<file path="config.mk">
export PLATFORM = sky130hd
export DESIGN_NAME = pipeline_hazard_controller
export DESIGN_NICKNAME = d
export VERILOG_FILES = /design/src/rtl/pipeline_hazard_controller_pkg.sv /design/src/rtl/pipeline_hazard_controller_sat_counter.sv /design/src/rtl/pipeline_hazard_controller.sv
export SDC_FILE = /design/constraint.sdc
export NUM_CORES = 1
export LEC_CHECK = 0
export ABC_AREA = 0
export CORE_AREA = 2 2 85 104
export CTS_BUF_LIST = sky130_fd_sc_hd__clkbuf_4
export DETAILED_ROUTE_END_ITERATION = 10
export DIE_AREA = 0 0 87 106
export GPL_ROUTABILITY_DRIVEN = 0
export MAX_ROUTING_LAYER = met4
export PLACE_DENSITY = 0.79
export REMOVE_ABC_BUFFERS = 1
export SYNTH_ARGS = -nofsm -noshare
export SYNTH_HDL_FRONTEND = slang
export SYNTH_SLANG_ARGS = --single-unit
</file>
<file path="constraint.sdc">
create_clock -name CLK -period 2.5 [get_ports CLK]
set_clock_uncertainty 0.15 [all_clocks]
set_input_delay 0.375 -clock CLK [delete_from_list [all_inputs] [get_ports CLK]]
set_output_delay 0.375 -clock CLK [all_outputs]
set_load 0.005 [all_outputs]
</file>
<file path="src/rtl/pipeline_hazard_controller_pkg.sv">
// rtl/pipeline_hazard_controller_pkg.sv - shared types and constants for the hazard controller
package pipeline_hazard_controller_pkg;

    typedef enum logic [1:0] {
        RUN     = 2'd0,
        BR_PEND = 2'd1,
        MD_WAIT = 2'd2
    } state_e;

    localparam int          CTRL_W           = 9;
    localparam logic [31:0] RESET_TARGET_DEF = 32'd0;

    typedef struct packed {
        logic pc_stall;
        logic pc_redirect;
        logic if_id_stall;
        logic if_id_flush;
        logic id_ex_stall;
        logic id_ex_flush;
        logic ex_mem_stall;
        logic ex_mem_flush;
        logic mem_wb_stall;
    } ctrl_t;

endpackage

</file>
<file path="src/rtl/pipeline_hazard_controller_sat_counter.sv">
// rtl/pipeline_hazard_controller_sat_counter.sv - saturating incrementer with enable and sync active-low clear
module sat_counter #(
    parameter int W = 32
) (
    input  logic         clk_i,
    input  logic         clear_n_i,
    input  logic         en_i,
    output logic [W-1:0] count_o
);

    logic [W-1:0] count_q;
    logic [W-1:0] count_d;

    always_comb begin
        count_d = count_q;
        if (en_i && (count_q != {W{1'b1}})) begin
            count_d = count_q + 1'b1;
        end
    end

    always_ff @(posedge clk_i) begin
        if (!clear_n_i) begin
            count_q <= '0;
        end else begin
            count_q <= count_d;
        end
    end

    assign count_o = count_q;

endmodule

</file>
<file path="src/rtl/pipeline_hazard_controller.sv">
// rtl/pipeline_hazard_controller.sv - stall/flush/redirect sequencer for the 5-stage pipeline
module pipeline_hazard_controller
    import pipeline_hazard_controller_pkg::*;
#(
    parameter int          CNT_W        = 32,
    parameter logic [31:0] RESET_TARGET = RESET_TARGET_DEF
) (
    input  logic             CLK,
    input  logic             RESET,
    input  logic             IMEM_BUSY,
    input  logic             DMEM_BUSY,
    input  logic             LOAD_USE_HAZARD,
    input  logic             BRANCH_TAKEN,
    input  logic [31:0]      BRANCH_TARGET,
    input  logic             MULDIV_START,
    input  logic             MULDIV_DONE,
    output logic             PC_STALL,
    output logic             PC_REDIRECT,
    output logic [31:0]      PC_TARGET,
    output logic             IF_ID_STALL,
    output logic             IF_ID_FLUSH,
    output logic             ID_EX_STALL,
    output logic             ID_EX_FLUSH,
    output logic             EX_MEM_STALL,
    output logic             EX_MEM_FLUSH,
    output logic             MEM_WB_STALL,
    output logic [CNT_W-1:0] STALL_COUNT
);

    state_e      state_q, state_d;
    logic [31:0] pend_target_q, pend_target_d;
    ctrl_t       ctrl;

    always_ff @(posedge CLK) begin
        if (!RESET) begin
            state_q       <= RUN;
            pend_target_q <= RESET_TARGET;
        end else begin
            state_q       <= state_d;
            pend_target_q <= pend_target_d;
        end
    end

    // A DMEM freeze holds EX, so any branch or mul/div event is re-presented later.
    always_comb begin
        state_d       = state_q;
        pend_target_d = pend_target_q;
        if (!DMEM_BUSY) begin
            case (state_q)
                MD_WAIT: if (MULDIV_DONE) state_d = RUN;
                BR_PEND: if (!IMEM_BUSY) state_d = RUN;
                default: begin
                    if (BRANCH_TAKEN) begin
                        if (IMEM_BUSY) begin
                            state_d       = BR_PEND;
                            pend_target_d = BRANCH_TARGET;
                        end
                    end else if (MULDIV_START && !MULDIV_DONE) begin
                        state_d = MD_WAIT;
                    end
                end
            endcase
        end
    end

    always_comb begin
        ctrl      = '0;
        PC_TARGET = pend_target_q;
        if (!RESET) begin
            ctrl = '0;
        end else if (DMEM_BUSY) begin
            ctrl.pc_stall     = 1'b1;
            ctrl.if_id_stall  = 1'b1;
            ctrl.id_ex_stall  = 1'b1;
            ctrl.ex_mem_stall = 1'b1;
            ctrl.mem_wb_stall = 1'b1;
        end else begin
            case (state_q)
                MD_WAIT: begin
                    if (!MULDIV_DONE) begin
                        ctrl.pc_stall     = 1'b1;
                        ctrl.if_id_stall  = 1'b1;
                        ctrl.id_ex_stall  = 1'b1;
                        ctrl.ex_mem_flush = 1'b1;
                    end
                end
                BR_PEND: begin
                    ctrl.if_id_flush = 1'b1;
                    if (IMEM_BUSY) begin
                        ctrl.pc_stall = 1'b1;
                    end else begin
                        ctrl.pc_redirect = 1'b1;
                    end
                end
                default: begin
                    if (BRANCH_TAKEN) begin
                        ctrl.if_id_flush = 1'b1;
                        ctrl.id_ex_flush = 1'b1;
                        if (IMEM_BUSY) begin
                            ctrl.pc_stall = 1'b1;
                        end else begin
                            ctrl.pc_redirect = 1'b1;
                            PC_TARGET        = BRANCH_TARGET;
                        end
                    end else if (MULDIV_START && !MULDIV_DONE) begin
                        ctrl.pc_stall     = 1'b1;
                        ctrl.if_id_stall  = 1'b1;
                        ctrl.id_ex_stall  = 1'b1;
                        ctrl.ex_mem_flush = 1'b1;
                    end else if (LOAD_USE_HAZARD) begin
                        ctrl.pc_stall    = 1'b1;
                        ctrl.if_id_stall = 1'b1;
                        ctrl.id_ex_flush = 1'b1;
                    end else if (IMEM_BUSY) begin
                        ctrl.pc_stall    = 1'b1;
                        ctrl.if_id_flush = 1'b1;
                    end
                end
            endcase
        end
    end

    assign PC_STALL     = ctrl.pc_stall;
    assign PC_REDIRECT  = ctrl.pc_redirect;
    assign IF_ID_STALL  = ctrl.if_id_stall;
    assign IF_ID_FLUSH  = ctrl.if_id_flush;
    assign ID_EX_STALL  = ctrl.id_ex_stall;
    assign ID_EX_FLUSH  = ctrl.id_ex_flush;
    assign EX_MEM_STALL = ctrl.ex_mem_stall;
    assign EX_MEM_FLUSH = ctrl.ex_mem_flush;
    assign MEM_WB_STALL = ctrl.mem_wb_stall;

    sat_counter #(
        .W (CNT_W)
    ) u_stall_cnt (
        .clk_i     (CLK),
        .clear_n_i (RESET),
        .en_i      (ctrl.pc_stall),
        .count_o   (STALL_COUNT)
    );

endmodule
</file>
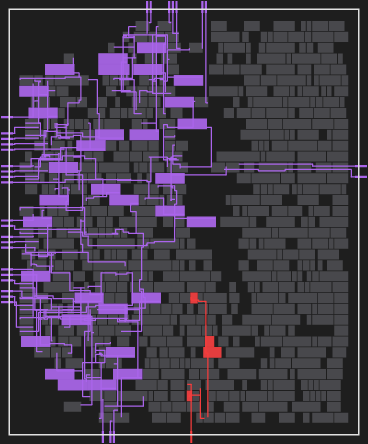
run_1/port_nets.png
(4 px per um)
`STALL_COUNT`: in purple, bits 32, direction output, end cells 32, buffers 37, wire 1740 um. `DMEM_BUSY`: in red, bits 1, direction input, end cells 4, buffers 2, wire 58.7 um.
I/O pin total: 113
IO buf count: 112

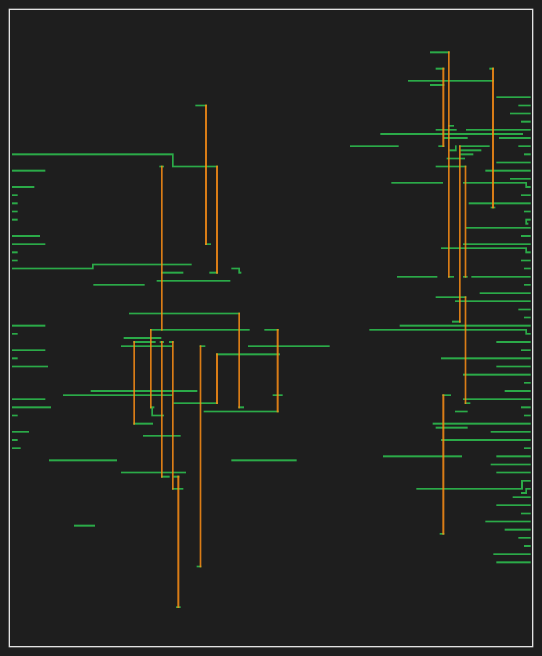
run_1/metal_stack.png
(6 px per um) Only two layers are drawn.
met4: in orange, wire length 399 um. met3: in green, wire length 823 um.
WL final: 13.5 mm
Avg WL per Cell: 19.1 um

==> reports/metrics.csv, run 1 <==
stage,metric,value,unit
global_routing,vias in the first global route,4191,
sta,Final Worst Setup Slack,-0.175,ns
critical_path,max incr delay on CP,0.35,ns
floorplanning,Pre-Place Util,0.416,
critical_path,CP max-delay cell,dfxtp_2,
global_routing,largest net degree at the start of global routing,33,
floorplanning,Die Width,87,um
outcome,failing checks,setup timing,
clock_network,total number of H-tree levels,3,
yosys,syn_area_per_cell,8.11,sq um
floorplanning,Die Area,0.00922,sq mm
yosys,post-synthesis async set-or-reset flop share,0,
placement,Area after DPL,0.00493,sq mm
clock_network,Root Driver,clkbuf_4,
pwr,clock network fraction of design power,0.330,
clock_network,total CTS buffers,9,
floorplanning,Die H,106,um
routing,post-route ant nets,0,
sta,Tmin final,2.68,ns
outcome,status,finished with violations,
sta,final tally of setup violations,53,
hold_path,Hold Crit Class,flop to flop,
critical_path,reg2reg setup slack,-0.13,ns
yosys,Syn Inst Count,425,
clock_network,CTS tree,yes,
yosys,Unique masters post-synth,43,
critical_path,Worst Setup End Kind,output pin,
routing,vias per std cell,5.75,
pwr,Int Power,1.80,mW
routing,drt first pass iters,5,
finish,Layout area overhead,77.6,%
pwr,Flop pwr share,0.443,
global_routing,global-route wire length before repair,19.8,mm
yosys,synthesized area,0.00345,sq mm
sta,final hold viol count,0,
sta,Final period util,1.07,
pwr,P_sw,0.672,mW
floorplanning,Rows,37,
clock_network,clock transition at the registers of the reported paths,0.12,ns
global_routing,gr ovfl total,0,
clock_network,CTS sink count,66,
yosys,cells in synth_stat.txt,425,
sta,Final Max Tran Viols,0,
sta,slew margin rel.,0.603,
critical_path,Top Family by Delay on Critical Path,buffers and inverters,
placement,Place WS,-0.375,ns
finish,Top cell excl fill/tap,nand2_1,
critical_path,CP Class,flop to output pin,
critical_path,crit start category,flop,
critical_path,R2R depth,10,
pwr,P_leak,2.23,nW
critical_path,WP buf/inv,5,
critical_path,Worst Path Required,1.98,ns
critical_path,CP arrival,2.15,ns
clock_network,CTS max path bufs,2,
yosys,register area share after synthesis,0.383,
global_routing,antenna violations before repair,0,
global_routing,GRT Resource Usage Total,0.274,
clock_network,Latency at later pin,0.40,ns
yosys,Area leader share,0.383,
critical_path,CP Max Fanout,6,
yosys,synth top area cells,"dfxtp_1 (38%), mux2_2 (10%), nand2_1 (9.4%), a21oi_1 (8.9%), o31ai_1 (4.4%)",
finish,layout cells sized above 1,0.402,
sta,RSZ-0062 raised after global routing,yes,
pwr,P per Cell Area,404,mW/mm^2
yosys,Seq cells post-synth,66,
sta,maximum clock rate,374,MHz
yosys,Commonest flop,dfxtp_1,
yosys,cell accounting for the most synthesized area,dfxtp_1,
pwr,switching share of power,0.272,
yosys,Yosys chip area,0.00345,sq mm
finish,diode count,0,
finish,Top cells excl fill/tap,"nand2_1 (83), clkdlybuf4s50_1 (72), dfxtp_1 (63), buf_6 (62)",
clock_network,# hold bufs at CTS,0,
pwr,combinational power share,0.226,
routing,via count,4063,
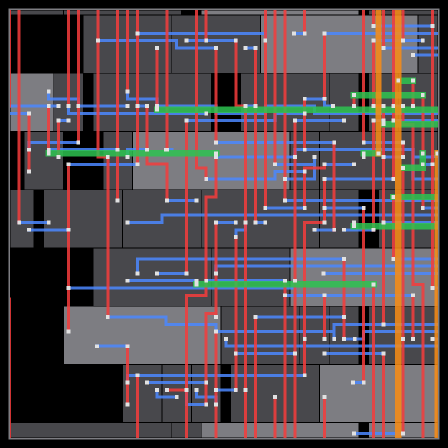
run_1/zoom.png
Region (55, 70) to (75, 90) um. Cells in gray, sequential cells in the stronger gray; small squares are vias.
met3: in green. met2: in red. met4: in orange. met1: in blue.
32 logic cells have their middle in the window. Netlist names of flops here include `pend_target_q` (5). Sequential cells in the window: 5. Most frequent: nand2_1 (10).

-- run 1: final timing paths --
check,from,end
worst max-delay path,state_q[0]$_SDFFE_PN0P_,PC_TARGET[29]
worst min-delay path,pend_target_q[14]$_SDFFE_PN0P_,pend_target_q[14]$_SDFFE_PN0P_
worst max register to register,state_q[0]$_SDFFE_PN0P_,u_stall_cnt.count_o[12]$_SDFFE_PN0P_
worst min register to register,pend_target_q[14]$_SDFFE_PN0P_,pend_target_q[14]$_SDFFE_PN0P_
-- run 1: power by group through the flow --
stage | clock [mW] | combinational (mW) | sequential, mW
finish | 0.816 | 0.559 | 1.10
global route | 0.876 | 0.591 | 1.10
floorplan | 0 | 0.144 | 1.12
CTS | 0.837 | 0.503 | 1.09
global placement | 0 | 0.384 | 1.11
detailed placement | 0 | 0.393 | 1.11
-- run 1: stage by stage --
stage	cells	utilization	power [mW]	hold WS [ns]	TNS, ns
finish	706	0.739	2.47	0.311	-6.15
global route	706	0.739	2.57	0.340	-10.70
CTS	702	0.695	2.43	0.312	-6.14
detailed placement	648	0.595	1.51	0.294	-20.53
global placement	648	0.595	1.50	0.287	-21.19
floorplan	399	-	1.26	0.284	-83.64
-- run 1: flip-flops by register name, indices dropped and copies added (netlist names) --
signal	cells
state_q	2
pend_target_q	32
u_stall_cnt.count_o	32
-- run 1: worst register-to-register path: cells and delay by family, from the launching register on --
family | cells | cell delay, ns
buffers and inverters | 5 | 0.69
adders and majority gates | 1 | 0.24
DFF | 1 | 0.35
and+or+nand+nor | 1 | 0.50
AOI/OAI and AO/OA | 3 | 0.63
-- run 1: per-layer routing --
metal,GRT usage,up-vias,wire [um]
li1,-,1900,-
met2,0.489,178,7260
met3,0.0559,42,822
met5,-,-,0
met4,0.0982,0,399
met1,0.296,1943,4990
-- run 1: final cells by class --
cell class	count	area [sq um]
Multi-Input combinational cell	323	2530
Clock buffer	9	67.6
Fill cell	560	2160
Clock inverter	7	93.8
Inverter	10	37.5
Sequential cell	66	1330
Timing Repair Buffer	194	1950
Tap cell	97	121
-- run 1: logic make-up after synthesis --
| kind of cell | synth area share |
|---|---|
| fa+ha+maj | 0.0109 |
| buf+inv | 0.0439 |
| compound gates | 0.188 |
| flops | 0.383 |
| mux | 0.122 |
| simple gates | 0.252 |
-- run 1: what timing repair did --
action	4_1_cts	5_1_grt
cloned	3	1
endpoints found under the setup margin	71	66
setup buffers	35	10
hold endpoints to repair	0	0
pin swaps	18	24
gates resized	244	99
run_1/met2.png
(4 px per um) Cells faint in the background.
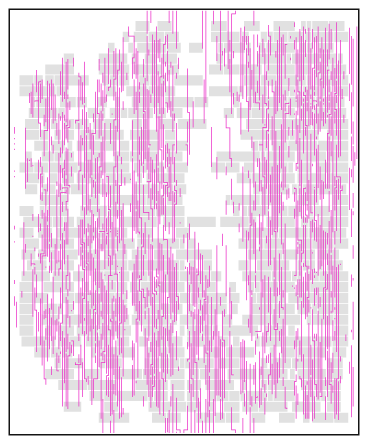

## Run 2: what changed since run 1
- CORE_AREA: 2 2 85 104 -> 2 2 93 95
- DIE_AREA: 0 0 87 106 -> 0 0 95 97
- HOLD_SLACK_MARGIN: unset -> 0.03
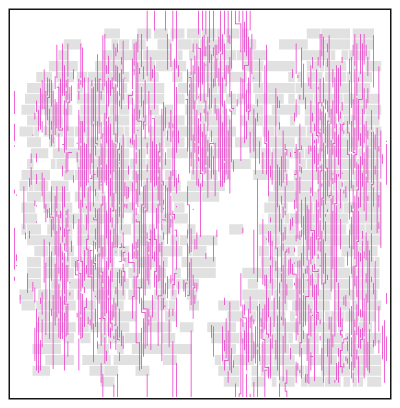
run_2/met2.png
(4 px per um) Cells faint in the background.
The layer carries 6710 um of wire. The longest straight run is 40.1 um. The wires run mostly vertical. The layer holds 52% of the routed length.

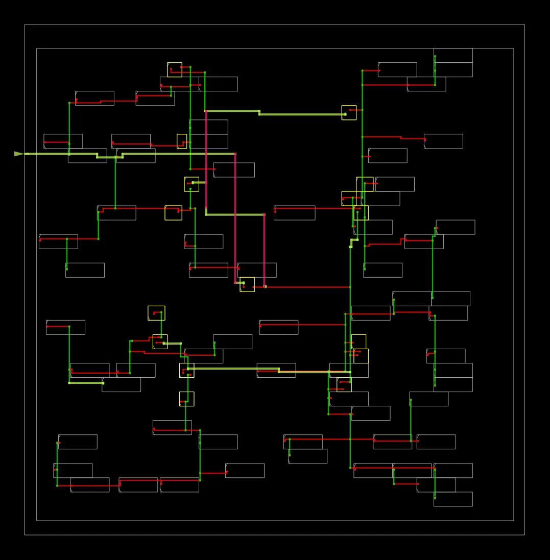
run_2/final_clocks.png
total CTS buffers: 9
Latency at later pin: 0.43 ns
CTS sink count: 66
Clk. pwr: 0.651 mW

==> reports/metrics.csv, run 2 <==
stage,metric,value,unit,change
routing,via count,4041,,-0.54%
outcome,failing checks,setup timing,,
critical_path,CP Max Fanout,8,,+2
finish,FILL cells,570,,+1.8%
yosys,synthesized area,0.00345,sq mm,unchanged
routing,Avg WL per Cell,18.1,um,-5.0%
yosys,Area leader share,0.383,,unchanged
floorplanning,Die Width,95,um,+9.2%
finish,Top cells excl fill/tap,"nand2_1 (84), clkdlybuf4s50_1 (72), dfxtp_1 (64), buf_6 (54), buf_4 (51)",,
global_routing,antenna violations before repair,0,,unchanged
job,max_cap viols,0,,
critical_path,reg2reg setup slack,-0.19,ns,-0.06 ns
yosys,number of enable flip-flop cells,0,,
yosys,cell accounting for the most synthesized area,dfxtp_1,,
hold_path,Hold Crit Class,primary input to flop,,
clock_network,CTS tree,yes,,
floorplanning,Die H,97,um,-8.5%
placement,Area after DPL,0.00498,sq mm,+1.0%
finish,Top cell excl fill/tap,nand2_1,,
yosys,Syn Inst Count,425,,unchanged
outcome,status,finished with violations,,
yosys,"top cells by count, synth","nand2_1 (86), dfxtp_1 (66), a21oi_1 (61)",,
sta,final tally of setup violations,63,,+19%
hold_path,Hold Path Sink,u_stall_cnt.count_o[14]$_SDFFE_PN0P_,,
finish,diode count,0,,unchanged
critical_path,Worst Path Required,1.98,ns,about the same
floorplanning,Rows,33,,-11%
global_routing,largest net degree at the start of global routing,59,,+79%
yosys,post-synthesis async set-or-reset flop share,0,,unchanged
global_routing,global-route wire length before repair,18.9,mm,-4.3%
placement,Place WS,-0.381,ns,-0.00653 ns
routing,drt first pass iters,4,,-1
yosys,cells in synth_stat.txt,425,,unchanged
sta,Final Max Tran Viols,0,,unchanged
finish,Non-Filler Instances,715,,+1.3%
placement,IO buf count,112,,unchanged
sta,RSZ-0062 raised after global routing,yes,,
routing,post-route ant nets,0,,unchanged
yosys,register area share after synthesis,0.383,,unchanged
sta,WHS,0.312,ns,+0.000749 ns
sta,slew margin rel.,0.516,,-0.0875
sta,Worst-Margin Slew,0.726,ns,
clock_network,clock transition at the registers of the reported paths,0.12,ns,about the same
hold_path,hold depth,3,,
global_routing,GRT Resource Usage Total,0.263,,-0.0115
critical_path,crit start category,flop,,
sta,Final period util,1.08,,+0.0145
floorplanning,core area,0.00813,sq mm,
global_routing,vias in the first global route,4094,,-2.3%
placement,DP HPWL,7.14,mm,
critical_path,Worst Setup End Kind,output pin,,
yosys,synth top area cells,"dfxtp_1 (38%), mux2_2 (10%), nand2_1 (9.4%), a21oi_1 (8.9%), o31ai_1 (4.4%)",,
sta,Tmin final,2.71,ns,+0.0362 ns
yosys,Unique masters post-synth,43,,unchanged
hold_path,critical hold path startpoint,RESET,,
pwr,Peak VDD IR,202,uV,
critical_path,R2R depth,11,,+1
critical_path,CP arrival,2.19,ns,+0.04 ns
finish,fin nets,648,,
floorplanning,Die Area,0.00922,sq mm,about the same
yosys,syn_area_per_cell,8.11,sq um,unchanged
critical_path,CP Class,flop to output pin,,
yosys,Commonest flop,dfxtp_1,,
routing,initial drt markers,172,,
placement,dpl cells,663,,+2.3%
clock_network,Root Driver,clkbuf_4,,
sta,maximum clock rate,369,MHz,-1.3%
finish,fin area,0.00602,sq mm,
finish,Layout area overhead,74.7,%,
floorplanning,Pre-Place Util,0.424,,+0.00781
routing,Remaining DRCs,0,,
sta,final hold viol count,0,,unchanged
clock_network,CTS max path bufs,2,,unchanged
global_routing,gr ovfl total,0,,unchanged
yosys,Synth Warn #,0,,
finish,layout cells sized above 1,0.385,,-0.0171
sta,Final Worst Setup Slack,-0.212,ns,-0.0362 ns
pwr,P_leak,2.21,nW,-1.0%
critical_path,reg2reg start,state_q[0]$_SDFFE_PN0P_,,
yosys,Seq cells post-synth,66,,unchanged
routing,vias per std cell,5.65,,-1.8%
yosys,Yosys chip area,0.00345,sq mm,unchanged
finish,"Core Util, Final",0.741,,+0.00156
clock_network,total number of H-tree levels,3,,unchanged
job,total tool warning count,28,,
yosys,cell with the most instances after synthesis,nand2_1,,
routing,WL final,13.0,mm,-3.8%
critical_path,reg2reg end,u_stall_cnt.count_o[19]$_SDFFE_PN0P_,,
pwr,P per Cell Area,382,mW/mm^2,-5.3%
floorplanning,I/O pin total,113,,unchanged
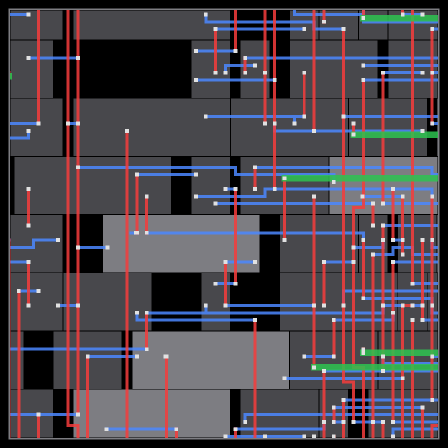
run_2/zoom.png
Region (61, 63) to (81, 83) um. Cells in gray, sequential cells in the stronger gray; small squares are vias.
met2: in red. met1: in blue. met3: in green.
Netlist names of flops here include `pend_target_q` (4). 34 logic cells have their middle in the window. Sequential cells in the window: 4. Most frequent: nand2_1 (7).

## run 2: routing by layer
metal	up-vias	share of wire	GRT usage	wire [um]
li1	1907	-	-	-
met1	1962	0.38	0.280	4940
met2	145	0.52	0.465	6710
met3	27	0.076	0.0631	980
met4	0	0.025	0.0936	329
met5	-	0	-	0
## run 2: how the worst max path moves through the flow
stage,startpoint,endpoint,slack [ns]
3_3_place_gp,MULDIV_DONE,u_stall_cnt.count_o[4]$_SDFFE_PN0P_,-0.38
3_5_place_dp,MULDIV_DONE,u_stall_cnt.count_o[15]$_SDFFE_PN0P_,-0.38
4_1_cts,state_q[0]$_SDFFE_PN0P_,PC_TARGET[11],-0.24
5_1_grt,state_q[0]$_SDFFE_PN0P_,PC_TARGET[27],-0.32
2_1_floorplan,state_q[0]$_SDFFE_PN0P_,PC_TARGET[0],-1.62
6_report,state_q[0]$_SDFFE_PN0P_,PC_TARGET[27],-0.21
## run 2: area by class of cell
type	count	area, sq um	area share
clock inverters	7	53.8	0.00893
repair buffers	195	1940	0.322
well taps	105	131	0.0218
flip-flops and latches	66	1320	0.220
inverters	10	37.5	0.00623
multi-input cells	323	2470	0.410
clock buffers	9	67.6	0.0112
## run 2: logic make-up after synthesis
| group | share of synthesized area |
|---|---|
| AND/OR/NAND/NOR | 0.252 |
| AND-OR/OR-AND | 0.188 |
| flip-flops | 0.383 |
| multiplexers | 0.122 |
| buffers and inverters | 0.0439 |
| adder cells (fa/ha/maj) | 0.0109 |
## run 2: worst max-delay path, stage by stage, from the launching register on
cell     delay, ns
dfxtp_2       0.35
inv_2         0.05
ha_4          0.28
nand2_4       0.05
nor3_4        0.20
buf_6         0.15
buf_12        0.13
buf_6         0.11
mux2_4        0.32
buf_6         0.12
## run 2: what timing repair did
| item | in CTS | in global routing |
|---|---|---|
| gates cloned | 5 | 0 |
| hold buffers | 0 | 0 |
| resized | 252 | 77 |
| pin swaps | 48 | 14 |
| setup buffers | 29 | 6 |
| endpoints found under the setup margin | 71 | 72 |
## run 2: through the flow
step                      power (mW)  TNS, ns
after global placement          1.50   -18.86
after floorplan                 1.26   -83.64
after global routing            2.40   -12.34
final                           2.30    -7.09
after CTS                       2.26    -6.66
after detailed placement        1.51   -19.34
## run 2: report_power, final
| group | internal [mW] | total [mW] | switching, mW |
|---|---|---|---|
| Combinational | 0.319 | 0.556 | 0.237 |
| Clock | 0.210 | 0.651 | 0.442 |
| Sequential | 1.08 | 1.10 | 0.0164 |
No activity file was given, so power comes from the tool's default toggle rates.
